## config.mk

```make
export PLATFORM = sky130hd
export DESIGN_NAME = instr_encoder_loader
export DESIGN_NICKNAME = d
export VERILOG_FILES = /design/src/rtl/instr_encoder_loader.sv
export SDC_FILE = /design/constraint.sdc
export NUM_CORES = 1
export LEC_CHECK = 0
export CAP_MARGIN = 20
export CORE_MARGIN = 4
export CORE_UTILIZATION = 24
export DETAILED_ROUTE_END_ITERATION = 10
export MAX_ROUTING_LAYER = met4
export PLACE_DENSITY = 0.55
export SETUP_SLACK_MARGIN = 0.1
export SYNTH_ARGS = -nofsm -noshare
export SYNTH_HDL_FRONTEND = slang
export SYNTH_SLANG_ARGS = --single-unit
```

## constraint.sdc

```tcl
create_clock -name clk -period 2.77 [get_ports clk]
set_clock_uncertainty 0.15 [all_clocks]
set_input_delay 0.831 -clock clk [delete_from_list [all_inputs] [get_ports clk]]
set_output_delay 0.831 -clock clk [all_outputs]
set_load 0.005 [all_outputs]
```

## src/rtl/instr_encoder_loader.sv

```systemverilog
// ---------------------------------------------------------------------------
// instr_encoder_loader
//
// Purpose:
//   Packs symbolic instruction fields (op, ra, rb, mode, imm) into 9-bit
//   machine words and streams them into instruction memory at consecutive
//   addresses. Beats whose fields the decoder cannot execute are dropped;
//   the first one of a session is flagged in err/err_addr.
//
// Parameters:
//   PW     instruction address width
//   DEPTH  instruction memory words (must be <= 2**PW)
//
// Ports:
//   clk, reset_n          rising-edge clock, async active-low reset
//   start, base_addr      open a session at base_addr (only from IDLE/FULL)
//   in_valid, in_ready    field-beat handshake
//   last                  beat closes the session
//   op, ra, rb, mode, imm symbolic instruction fields
//   wr_en/wr_addr/wr_data registered instruction-memory write port
//   busy, done, full      session active / end-of-session pulse / top reached
//   err, err_addr         sticky illegal-beat flag / address of first one
//   count                 words written this session
//
// Configuration macro:
//   ENC_CHECKSUM_EN  adds csum[8:0], XOR of every wr_data of the session.
//
// state | meaning
// ------+---------------------------------------------------------------
// IDLE  | no session; waiting for start
// LOAD  | session open; accepting beats
// FULL  | memory top written; waiting for start
// ---------------------------------------------------------------------------
module instr_encoder_loader #(
    parameter int PW    = 10,
    parameter int DEPTH = 1024
) (
    input  logic          clk,
    input  logic          reset_n,
    input  logic          start,
    input  logic [PW-1:0] base_addr,
    input  logic          in_valid,
    output logic          in_ready,
    input  logic          last,
    input  logic [2:0]    op,
    input  logic [2:0]    ra,
    input  logic [2:0]    rb,
    input  logic [3:0]    mode,
    input  logic [3:0]    imm,
    output logic          wr_en,
    output logic [PW-1:0] wr_addr,
    output logic [8:0]    wr_data,
    output logic          busy,
    output logic          done,
    output logic          full,
    output logic          err,
    output logic [PW-1:0] err_addr,
    output logic [PW:0]   count
`ifdef ENC_CHECKSUM_EN
    ,
    output logic [8:0]    csum
`endif
);

    typedef enum logic [1:0] {
        IDLE = 2'd0,
        LOAD = 2'd1,
        FULL = 2'd2
    } state_t;

    state_t        state, state_nxt;
    logic [PW-1:0] ptr;
    logic [5:0]    enc_low;
    logic [8:0]    enc;
    logic          legal;
    logic          load_st;
    logic          accept;
    logic          start_ok;
    logic          at_top;

    assign load_st  = (state == LOAD);
    assign accept   = in_valid && load_st;
    assign start_ok = start && (state == IDLE || state == FULL);
    assign at_top   = (ptr == PW'(DEPTH - 1));
    assign enc      = {op, enc_low};

    // Field packing and legality check, one entry per op class.
    always_comb begin
        enc_low = 6'b0;
        legal   = 1'b1;
        case (op)
            3'b000, 3'b001, 3'b010: enc_low = {ra, rb};
            3'b011: begin
                enc_low = {ra[1:0], mode[3], rb};
                legal   = ~ra[2];
            end
            3'b100: begin
                enc_low = {ra[1:0], imm};
                legal   = ra[2];
            end
            3'b101: begin
                enc_low = {ra, mode[2:0]};
                legal   = (mode[2:0] == 3'b000) || (mode[2:0] == 3'b010) ||
                          (mode[2:0] == 3'b011) || (mode[2:0] == 3'b100) ||
                          (mode[2:0] == 3'b110);
            end
            3'b110:  enc_low = {ra, mode[2:0]};
            default: enc_low = {2'b00, mode};
        endcase
    end

    always_ff @(posedge clk or negedge reset_n) begin
        if (!reset_n) state <= IDLE;
        else          state <= state_nxt;
    end

    always_comb begin
        state_nxt = state;
        in_ready  = 1'b0;
        busy      = 1'b0;
        case (state)
            IDLE: if (start) state_nxt = LOAD;
            LOAD: begin
                in_ready = 1'b1;
                busy     = 1'b1;
                if (accept) begin
                    if (last)                 state_nxt = IDLE;
                    else if (legal && at_top) state_nxt = FULL;
                end
            end
            FULL: if (start) state_nxt = LOAD;
            default: state_nxt = IDLE;
        endcase
    end

    always_ff @(posedge clk or negedge reset_n) begin
        if (!reset_n) begin
            ptr      <= '0;
            count    <= '0;
            wr_en    <= 1'b0;
            wr_addr  <= '0;
            wr_data  <= '0;
            done     <= 1'b0;
            full     <= 1'b0;
            err      <= 1'b0;
            err_addr <= '0;
`ifdef ENC_CHECKSUM_EN
            csum     <= '0;
`endif
        end else begin
            wr_en <= 1'b0;
            done  <= 1'b0;
            if (start_ok) begin
                ptr      <= base_addr;
                count    <= '0;
                err      <= 1'b0;
                err_addr <= '0;
                full     <= 1'b0;
`ifdef ENC_CHECKSUM_EN
                csum     <= '0;
`endif
            end else if (accept) begin
                if (legal) begin
                    wr_en   <= 1'b1;
                    wr_addr <= ptr;
                    wr_data <= enc;
                    count   <= count + (PW+1)'(1);
`ifdef ENC_CHECKSUM_EN
                    csum    <= csum ^ enc;
`endif
                    // Pointer parks at the top word instead of wrapping.
                    if (at_top) full <= 1'b1;
                    else        ptr  <= ptr + PW'(1);
                end else if (!err) begin
                    err      <= 1'b1;
                    err_addr <= ptr;
                end
                // Aligned with the write slot of the closing beat.
                if (last || (legal && at_top)) done <= 1'b1;
            end
        end
    end

endmodule

```

==> impl_metrics.tcl <==
# yosys + openroad results
set metrics [dict create \
    outcome "complete, no violations" \
    crit_start "mode[2]" \
    p_seq_share_pct 43.9 \
    fillers 1195 \
    holdBufCountCts 0 \
    nClkBuffers 6 \
    cp_max_fo 6 \
    final_cell_count_no_fill 554 \
    taps 143 \
    syn_avg_cell_area_um2 8.87 \
    required_ps 2840 \
    top_layer_used "met4" \
    io-pin-count 78 \
    buffer_area_share_pct 25.1 \
    ir_worst_vdd_uv 335 \
    grt_overflow_total 0 \
    syn_area_um2 2790 \
    final_antenna_net_count 0 \
    first_pass_iters 4 \
    powerSeq_mw 1.30 \
    cts_sinks 56 \
    critical-path-top-delay-family "simple AND/OR/NAND/NOR gates" \
    initCoreUtil_pct 24.5 \
    drv_slew 0 \
    final-clk-cell-share_pct 3.30 \
    cp_cell_sequence "clkdlybuf4s50_1, nand2b_1, and4_4, or4_4, or3_1, a21oi_1" \
    numPortBuffers 77 \
    met3_length_um 317 \
    grt-busiest-layer "met2" \
    worstMarginPinSlew_ps 533 \
    synthArstFlopShare_pct 100 \
    timing.hold.ws_ps 329 \
    die_w_um 116 \
    fp.dieH_um 116 \
    hold_viol 0 \
    comb_area_share_pct 32.1 \
    edf_count 0 \
    dominant_cells "flip-flops and latches" \
    yosys-top-cells-count "nand2_1, dfrtp_1, o21ai_0, nor2_1, clkbuf_1" \
    antenna_found_initial 0 \
    comb_power_mw 1.05 \
    synth-main-ff-cell "dfrtp_1" \
    ys_sh_mux_pct 3.63 \
    lay_top_count "nand2_1" \
    relSlewSlack_pct 64.2 \
    route.met2.wl_um 4040 \
]
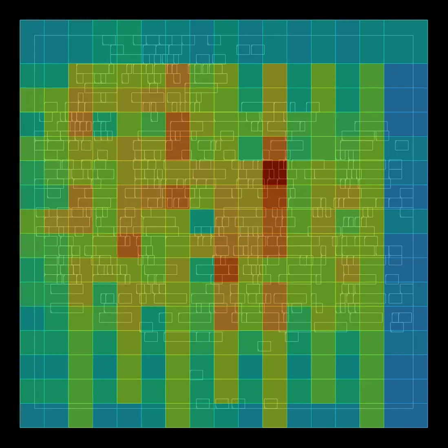
final_congestion.png
GR Util met3: 2.25%
Total GRT Usage: 12.7%

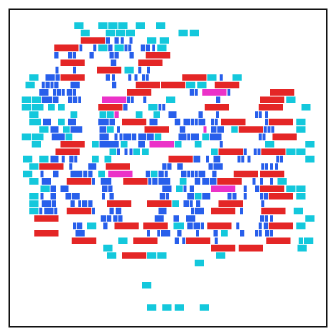
cell_classes.png
| colour | class | cells |
|---|---|---|
| red | flip-flops | 56 |
| blue | all other logic | 239 |
| magenta | clock drivers and dummy loads | 7 |
| cyan | other buffers and delay cells | 109 |
Final Cell Area: 4060 µm²
core area: 11400 µm²

